### Where the registers sit, run 1

Scale bar: 20 µm. Other sequential cells in the stronger grey, the rest of the logic in the fainter grey.
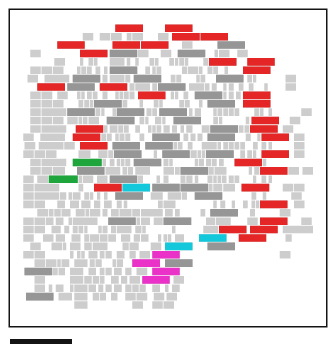
### Metal 4, run 1

Scale bar: 20 µm.
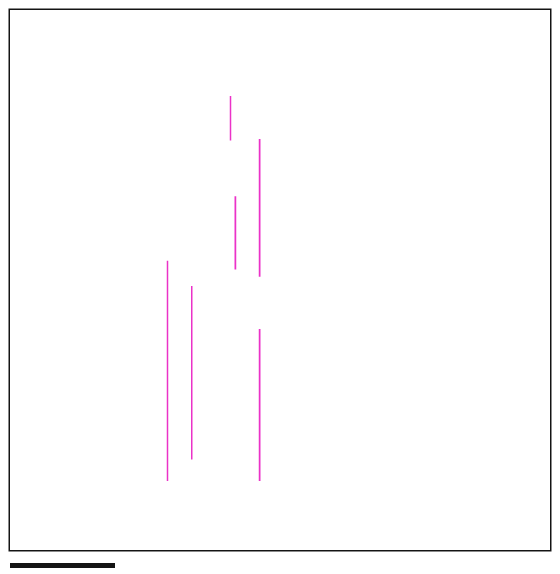
### Logic cells by family, run 1

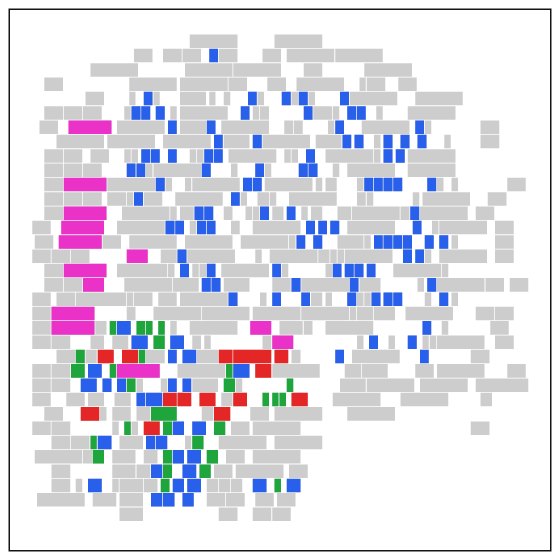
### Metal layers overlaid, run 1

Only two layers are drawn.
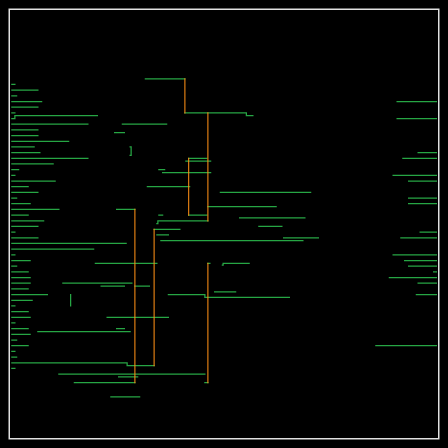
$ cat config.mk
export PLATFORM = sky130hd
export DESIGN_NAME = zip_rr_scheduler_flat
export DESIGN_NICKNAME = d
export VERILOG_FILES = /design/src/rtl/zip_rr_scheduler_pkg.sv /design/src/rtl/zip_rr_scheduler_if.sv /design/src/rtl/zip_rr_scheduler_pick.sv /design/src/rtl/zip_rr_scheduler.sv /design/src/flat_wrapper.sv
export SDC_FILE = /design/constraint.sdc
export NUM_CORES = 1
export LEC_CHECK = 0
export CAP_MARGIN = 20
export CORE_MARGIN = 4
export CORE_UTILIZATION = 44
export DETAILED_ROUTE_END_ITERATION = 8
export GPL_TIMING_DRIVEN = 0
export PLACE_DENSITY = 0.88
export SETUP_SLACK_MARGIN = 0.5
export SLEW_MARGIN = 0
export SYNTH_ARGS = -nofsm -noshare
export SYNTH_HDL_FRONTEND = slang
export SYNTH_SLANG_ARGS = --single-unit
$ cat constraint.sdc
create_clock -name clk -period 5.6 [get_ports clk]
set_input_delay 0.56 -clock clk [delete_from_list [all_inputs] [get_ports clk]]
set_output_delay 0.56 -clock clk [all_outputs]
set_load 0.05 [all_outputs]
$ cat src/rtl/zip_rr_scheduler_pkg.sv
// Shared types and helpers for the round-robin IQ symbol packer.
package zip_sched_pkg;

    typedef enum logic {
        IDLE = 1'b0,
        PACK = 1'b1
    } state_t;

    localparam int SYMS_PER_WORD = 4;

    // Keep only the top nibble of I and of Q: {I[15:12], Q[15:12]}.
    function automatic logic [7:0] zip_byte(input logic [31:0] d);
        return {d[31:28], d[15:12]};
    endfunction

endpackage

$ cat src/rtl/zip_rr_scheduler_if.sv
// Stream bundle for the scheduler: NUM_CH narrow-IQ sources in, one packed word stream out.
interface zip_rr_scheduler_if #(
    parameter int NUM_CH = 4
);
    localparam int CH_W = $clog2(NUM_CH);

    logic [NUM_CH*32-1:0] s_tdata;
    logic [NUM_CH-1:0]    s_tlast;
    logic [NUM_CH-1:0]    s_tvalid;
    logic [NUM_CH-1:0]    s_tready;

    logic [31:0]          m_tdata;
    logic                 m_tlast;
    logic                 m_tvalid;
    logic                 m_tready;
    logic [CH_W-1:0]      m_tdest;
    logic [2:0]           m_tcnt;

    // master: sources and sink around the scheduler
    modport master (
        output s_tdata, s_tlast, s_tvalid, m_tready,
        input  s_tready, m_tdata, m_tlast, m_tvalid, m_tdest, m_tcnt
    );

    // slave: the scheduler itself
    modport slave (
        input  s_tdata, s_tlast, s_tvalid, m_tready,
        output s_tready, m_tdata, m_tlast, m_tvalid, m_tdest, m_tcnt
    );

endinterface

$ cat src/rtl/zip_rr_scheduler_pick.sv
// Combinational round-robin picker: first requester strictly after ptr, wrapping.
module zip_rr_pick #(
    parameter  int NUM_CH = 4,
    localparam int CH_W   = $clog2(NUM_CH)
) (
    input  logic [NUM_CH-1:0] req,
    input  logic [CH_W-1:0]   ptr,
    output logic [NUM_CH-1:0] grant,
    output logic [CH_W-1:0]   idx,
    output logic              any
);

    logic [CH_W-1:0] cand;

    // Scan from the farthest candidate back to the nearest so the nearest wins.
    always_comb begin
        grant = '0;
        idx   = '0;
        any   = 1'b0;
        cand  = '0;
        for (int i = NUM_CH; i >= 1; i--) begin
            cand = CH_W'((int'(ptr) + i) % NUM_CH);
            if (req[cand]) begin
                grant       = '0;
                grant[cand] = 1'b1;
                idx         = cand;
                any         = 1'b1;
            end
        end
    end

endmodule

$ cat src/rtl/zip_rr_scheduler.sv
// Packet-granular round-robin sharing of a 4:1 IQ symbol packer among NUM_CH sources.
// Define ZIP_SCHED_STATS_EN to add per-channel packet/symbol counters (stat_sel/stat_pkts/stat_syms).
//
// state | meaning
// IDLE  | no grant held; pick next enabled requester after rr_ptr
// PACK  | packing the granted channel until its tlast word is accepted
module zip_rr_scheduler
    import zip_sched_pkg::*;
#(
    parameter  int NUM_CH = 4,
    localparam int CH_W   = $clog2(NUM_CH)
) (
    input  logic              clk,
    input  logic              reset,
    input  logic              cfg_en,
    input  logic [NUM_CH-1:0] cfg_mask,
    zip_rr_scheduler_if.slave bus,
`ifdef ZIP_SCHED_STATS_EN
    input  logic [CH_W-1:0]   stat_sel,
    output logic [31:0]       stat_pkts,
    output logic [31:0]       stat_syms,
`endif
    output logic              busy
);

    state_t            state;
    logic [CH_W-1:0]   rr_ptr;
    logic [NUM_CH-1:0] grant_oh;
    logic [1:0]        sym_cnt;
    logic [31:0]       acc;

    logic [NUM_CH-1:0] req;
    logic [NUM_CH-1:0] pick_grant;
    logic [CH_W-1:0]   pick_idx;
    logic              pick_any;
    logic [31:0]       beat_data;
    logic              beat_valid;
    logic              beat_last;
    logic              rdy_ok;
    logic              beat;
    logic              word_done;
    logic              out_acc;
    logic [31:0]       acc_next;

    assign req = bus.s_tvalid & cfg_mask & {NUM_CH{cfg_en}};

    zip_rr_pick #(.NUM_CH(NUM_CH)) u_pick (
        .req   (req),
        .ptr   (rr_ptr),
        .grant (pick_grant),
        .idx   (pick_idx),
        .any   (pick_any)
    );

    assign beat_data  = bus.s_tdata[{bus.m_tdest, 5'd0} +: 32];
    assign beat_valid = |(bus.s_tvalid & grant_oh);
    assign beat_last  = |(bus.s_tlast & grant_oh);

    // Once the tlast word sits in the output register, stop taking beats so the
    // next packet of this channel cannot slip in before re-arbitration.
    assign rdy_ok    = (state == PACK) && (!bus.m_tvalid || (bus.m_tready && !bus.m_tlast));
    assign bus.s_tready = rdy_ok ? grant_oh : '0;

    assign beat      = rdy_ok && beat_valid;
    assign word_done = beat && ((sym_cnt == 2'(SYMS_PER_WORD - 1)) || beat_last);
    assign out_acc   = bus.m_tvalid && bus.m_tready;
    assign acc_next  = acc | ({24'd0, zip_byte(beat_data)} << {sym_cnt, 3'd0});

    always_ff @(posedge clk or posedge reset) begin
        if (reset) begin
            state        <= IDLE;
            busy         <= 1'b0;
            rr_ptr       <= CH_W'(NUM_CH - 1);
            grant_oh     <= '0;
            sym_cnt      <= '0;
            acc          <= '0;
            bus.m_tdata  <= '0;
            bus.m_tlast  <= 1'b0;
            bus.m_tvalid <= 1'b0;
            bus.m_tdest  <= '0;
            bus.m_tcnt   <= '0;
        end else begin
            case (state)
                IDLE: begin
                    if (pick_any) begin
                        grant_oh    <= pick_grant;
                        bus.m_tdest <= pick_idx;
                        state       <= PACK;
                        busy        <= 1'b1;
                    end
                end
                PACK: begin
                    if (out_acc) begin
                        bus.m_tvalid <= 1'b0;
                    end
                    if (beat) begin
                        if (word_done) begin
                            bus.m_tdata  <= acc_next;
                            bus.m_tcnt   <= {1'b0, sym_cnt} + 3'd1;
                            bus.m_tlast  <= beat_last;
                            bus.m_tvalid <= 1'b1;
                            acc          <= '0;
                            sym_cnt      <= '0;
                        end else begin
                            acc          <= acc_next;
                            sym_cnt      <= sym_cnt + 2'd1;
                        end
                    end
                    if (out_acc && bus.m_tlast) begin
                        rr_ptr <= bus.m_tdest;
                        state  <= IDLE;
                        busy   <= 1'b0;
                    end
                end
                default: begin
                    state <= IDLE;
                    busy  <= 1'b0;
                end
            endcase
        end
    end

`ifdef ZIP_SCHED_STATS_EN
    logic [31:0] pkt_cnt [NUM_CH];
    logic [31:0] sym_tot [NUM_CH];

    always_ff @(posedge clk or posedge reset) begin
        if (reset) begin
            for (int c = 0; c < NUM_CH; c++) begin
                pkt_cnt[c] <= '0;
                sym_tot[c] <= '0;
            end
            stat_pkts <= '0;
            stat_syms <= '0;
        end else begin
            if (beat) begin
                sym_tot[bus.m_tdest] <= sym_tot[bus.m_tdest] + 32'd1;
            end
            if (state == PACK && out_acc && bus.m_tlast) begin
                pkt_cnt[bus.m_tdest] <= pkt_cnt[bus.m_tdest] + 32'd1;
            end
            if (int'(stat_sel) < NUM_CH) begin
                stat_pkts <= pkt_cnt[stat_sel];
                stat_syms <= sym_tot[stat_sel];
            end else begin
                stat_pkts <= '0;
                stat_syms <= '0;
            end
        end
    end
`endif

endmodule

$ cat src/flat_wrapper.sv
// flat-port wrapper written by rule: the top's interface ports become plain ports
module zip_rr_scheduler_flat import zip_sched_pkg::*;
#(
    parameter  int NUM_CH = 4,
    localparam int CH_W   = $clog2(NUM_CH)
)
  (clk, reset, cfg_en, cfg_mask, busy, bus_s_tdata, bus_s_tlast, bus_s_tvalid, bus_m_tready, bus_s_tready, bus_m_tdata, bus_m_tlast, bus_m_tvalid, bus_m_tdest, bus_m_tcnt);
  zip_rr_scheduler_if #(.NUM_CH(NUM_CH)) bus_i ();
  input  logic clk;
  input  logic reset;
  input  logic cfg_en;
  input  logic [NUM_CH-1:0] cfg_mask;
  output logic busy;
  input wire logic [$bits(bus_i.s_tdata)-1:0] bus_s_tdata;
  input wire logic [$bits(bus_i.s_tlast)-1:0] bus_s_tlast;
  input wire logic [$bits(bus_i.s_tvalid)-1:0] bus_s_tvalid;
  input wire logic [$bits(bus_i.m_tready)-1:0] bus_m_tready;
  output wire logic [$bits(bus_i.s_tready)-1:0] bus_s_tready;
  output wire logic [$bits(bus_i.m_tdata)-1:0] bus_m_tdata;
  output wire logic [$bits(bus_i.m_tlast)-1:0] bus_m_tlast;
  output wire logic [$bits(bus_i.m_tvalid)-1:0] bus_m_tvalid;
  output wire logic [$bits(bus_i.m_tdest)-1:0] bus_m_tdest;
  output wire logic [$bits(bus_i.m_tcnt)-1:0] bus_m_tcnt;
  assign bus_i.s_tdata = bus_s_tdata;
  assign bus_i.s_tlast = bus_s_tlast;
  assign bus_i.s_tvalid = bus_s_tvalid;
  assign bus_i.m_tready = bus_m_tready;
  assign bus_s_tready = bus_i.s_tready;
  assign bus_m_tdata = bus_i.m_tdata;
  assign bus_m_tlast = bus_i.m_tlast;
  assign bus_m_tvalid = bus_i.m_tvalid;
  assign bus_m_tdest = bus_i.m_tdest;
  assign bus_m_tcnt = bus_i.m_tcnt;
  zip_rr_scheduler #(.NUM_CH(NUM_CH)) u_core (.clk(clk), .reset(reset), .cfg_en(cfg_en), .cfg_mask(cfg_mask), .bus(bus_i), .busy(busy));
endmodule
==> qor.yml, run 1 <==
outcome: "finished, final reports clean"
chipArea_um2: 10500
p_int_mw: 0.805
hpwl_mm: 7.70
dp.cells: 596
drv_cap: 0
clk_path_buf_depth: 2
power_frac_clock_pct: 38.0
ios: 188
ys_top_cells_by_count: "a21oi_1 (99), dfrtp_1 (79), nor2_1 (70)"
yosys_area_um2: 3930
cp_num_buf_inv: 2
fin_tns_setup_ns: 0
rr_worst_depth: 7
ys_sh_aoi_pct: 21.0
first_global_vias: 3427
crit_path_end: "bus_s_tready[3]"
syn2layout_area_growth_pct: 32.2
rsz0062_at_grt: "false"
cpPeakStageDelay_ns: 0.81
insertion_delay_ns: 0.36
tightestPinTransition_ns: 0.568
finalCoreUtilization_pct: 59.6
crit_required_ns: 5.04
cts_tree: "yes"
combPwrFrac_pct: 7.5
finalHoldViolations: 0
crit_type: "input port to output pin"
floorplan.nets: 548
grt_overflow: 0
min_period_over_period_pct: 54.8
inverters: 7
cp_max_fo: 4
combAreaFraction_pct: 33.8
nets: 651
warnings: 128
syn_avg_cell_area_um2: 9.92
drc: 0
core-area_um2: 8720
post_dp_cell_area_um2: 5000
top_layer: "met4"
drt_pass1_iterations: 5
yosys-top-cells-area: "dfrtp_1 (50%), a21oi_1 (13%), nor2_1 (6.7%)"
synthSimpleGateAreaFrac_pct: 14.9
## Picture notes: 'Where the registers sit'
Red is u_core.bus.m_tdata, placed flops 32. Magenta is u_core.grant_oh, placed flops 4, where bottom middle. Green is u_core.rr_ptr, placed flops 2. Cyan is u_core.bus.m_tcnt, placed flops 3.
Another 40 sequential cells are not coloured.

## Picture notes: 'Metal 4'
The longest straight run is 41.5 µm. The layer carries 150 µm of wire. The layer holds 1.5% of the routed length.
routed wire length: 10.2 mm
Vias: 3475

## Picture notes: 'Logic cells by family'
Red is non-inverting ao/oa cells, cells 14, most used a22o_1. Magenta is mux cells, cells 13, most used mux4_2, where left middle. Green is nand cells, cells 29, most used nand2_1. Blue is aoi and oai cells, cells 128, most used a21oi_1.

## Picture notes: 'Metal layers overlaid'
Orange is M4, wire length 150 µm. Green is M3, wire length 862 µm.

### Routing congestion, run 1

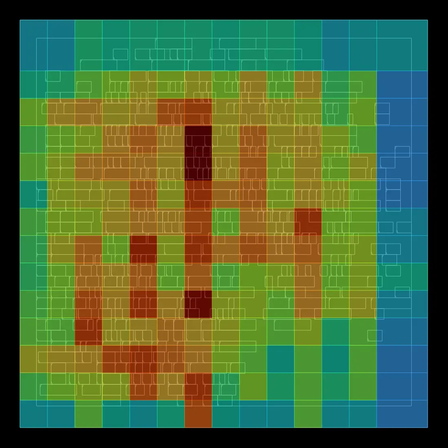

## Run 2: what changed since run 1
CORE_UTILIZATION = 37   (was 44)
PLACE_DENSITY = 0.79   (was 0.88)
clock period = 2.6 ns   (was 5.6 ns; I/O delays follow)
### Routing congestion, run 2

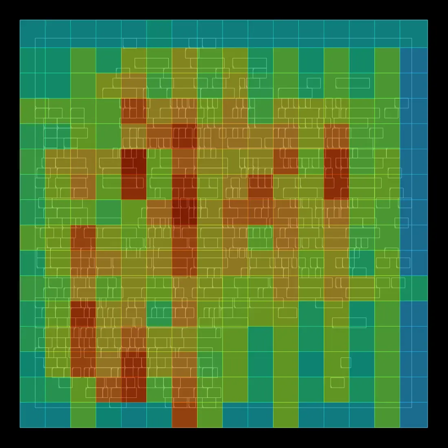
Avg WL per Cell: 15.8 µm
GRT Util Overall: 16.5%
met3 usage: 6.17%
post-layout util: 51.1%

### Logic cells by family, run 2

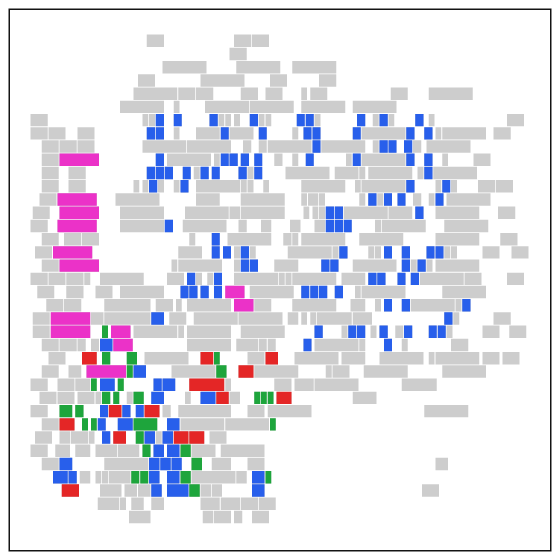
Blue is aoi and oai cells, cells 128, most used a21oi_1. Red is non-inverting ao/oa cells, cells 14, most used a22o_1. Magenta is mux cells, cells 13, most used mux4_2, where left middle. Green is nand cells, cells 29, most used nand2_1, where bottom left.

### Metal layers overlaid, run 2

Only two layers are drawn.
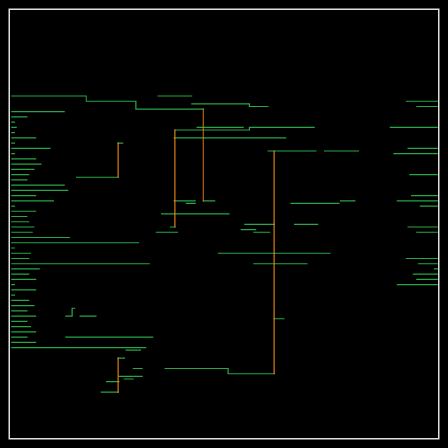
Green is M3, wire length 852 µm. Orange is M4, wire length 124 µm.
routed wire length: 10.2 mm
Vias: 3387

==> run 2 against run 1 <==
Clock power rose by 130%. Worst hold slack got worse by 0.28 ns. Clock skew is 0.00087 ns higher. Design area is 1.6% higher. Utilization is 8.4 points lower. Setup slack worse by 1.9 ns. Clock-buffer cell count up 4. Combinational power is 120% higher. Via count shrank 2.5%. Sequential power rose by 120%.
==> qor.yml, run 2 <==
outcome: "finished, final reports clean"
cp_num_buf_inv: 2  # unchanged
floorplan.nets: 548  # unchanged
rsz0062_at_grt: "false"
inverters: 7  # unchanged
dp.cells: 625  # +4.9%
post_dp_cell_area_um2: 5050  # +0.98%
combAreaFraction_pct: 33.6  # -0.21 points
fin_tns_setup_ns: 0  # unchanged
yosys-top-cells-area: "dfrtp_1 (50%), a21oi_1 (13%), nor2_1 (6.7%)"
drc: 0  # unchanged
synthSimpleGateAreaFrac_pct: 14.9  # unchanged
lay_top_count: "a21oi_1"
crit_type: "input port to output pin"
fp_util_pct: 38.1
cts_tree: "yes"
viasPerCell: 5.28
crit_required_ns: 2.34  # -2.70 ns
ys_sh_aoi_pct: 21.0  # unchanged
first_global_vias: 3389  # -1.1%
top_layer: "met4"
min_period_over_period_pct: 77.1
drv_cap: 0  # unchanged
ios: 188  # unchanged
chipArea_um2: 12300  # +17%
tightestPinTransition_ns: 0.580  # +0.0115 ns
syn2layout_area_growth_pct: 34.4
syn_avg_cell_area_um2: 9.92  # unchanged
yosys_area_um2: 3930  # unchanged
finalHoldViolations: 0  # unchanged
rr_worst_depth: 5  # -2
nets: 653  # +0.31%
crit_path_end: "bus_s_tready[2]"
insertion_delay_ns: 0.36  # about the same
antenna_cells: 0
synth_flops: 81
cpPeakStageDelay_ns: 0.52  # -0.29 ns
power_frac_clock_pct: 39.6  # +1.6 points
clk_path_buf_depth: 2  # unchanged
combPwrFrac_pct: 7.4  # about the same
drt_pass1_iterations: 4  # -1
warnings: 129  # +0.78%
## Run 3: what changed since run 2
CORE_UTILIZATION = 41   (was 37)
PLACE_DENSITY = 0.83   (was 0.79)
clock period = 2 ns   (was 2.6 ns; I/O delays follow)
### Routing congestion, run 3

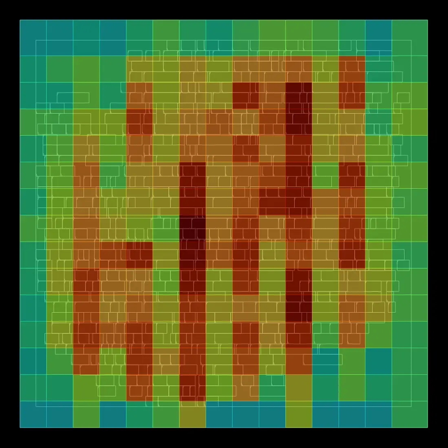
met1 GRT Util: 26.5%
Avg WL per Cell: 20.1 µm

### Logic cells by family, run 3

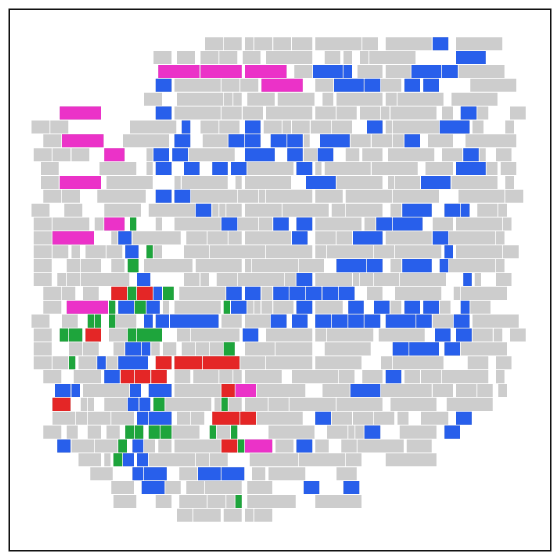
Green is nand cells, cells 29, most used nand2_1. Red is non-inverting ao/oa cells, cells 14, most used a22o_1. Magenta is mux cells, cells 13, most used mux4_2. Blue is aoi and oai cells, cells 128, most used a21oi_2.
logic share of the area: 39.1%
Final Non-Filler Cells: 676

### Metal 4, run 3

Scale bar: 20 µm.
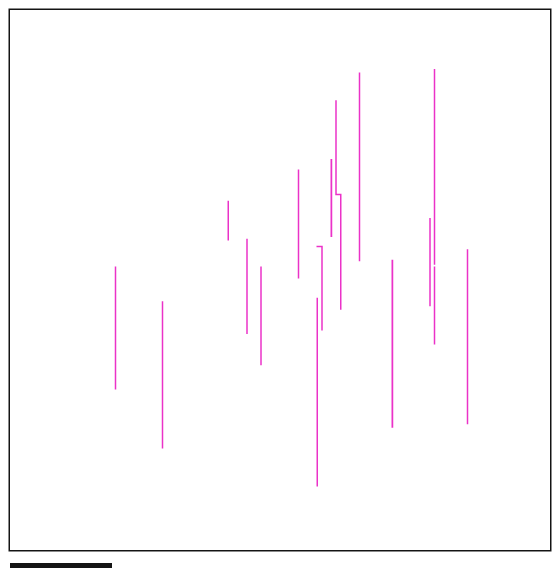
The longest straight run is 38.1 µm. 13 nets have wire on it. The layer carries 402 µm of wire. The layer holds 3.0% of the routed length.

==> run 3 against run 2 <==
Design area up 28%. Critical path depth increased by 4. Utilization grew 22 points. Clock power up 42%. Wire length is 34% higher. First-iteration DRC count increased by 44%. Worst hold slack improved by 0.11 ns. Non-clock buffer count is 41 higher. Global-route usage increased by 5.2 points. Sequential share of layout area decreased by 8.4 points. Largest cell class is now combinational gates. Clock-buffer cell count shrank 2.
==> qor.yml, run 3 <==
ios: 188  # unchanged
first_global_vias: 3775  # +11%
nets: 694  # +6.3%
warnings: 131  # +1.6%
combPwrFrac_pct: 8.4  # +1.0 points
yosys-top-cells-area: "dfrtp_1 (50%), a21oi_1 (13%), nor2_1 (6.7%)"
lay_top_count: "dfrtp_1"
ys_sh_aoi_pct: 21.0  # unchanged
floorplan.nets: 548  # unchanged
grtUsageMet3_pct: 3.95  # -2.2 points
finalCoreUtilization_pct: 73.1  # +22 points
top_layer: "met4"
outcome: "finished, final reports clean"
finalHoldViolations: 0  # unchanged
chipArea_um2: 11200  # -9.1%
clk_path_buf_depth: 2  # unchanged
yosys_area_um2: 3930  # unchanged
rr_worst_depth: 9  # +4
drc: 0  # unchanged
drv_cap: 0  # unchanged
Power is estimated from default activity; no workload was simulated.
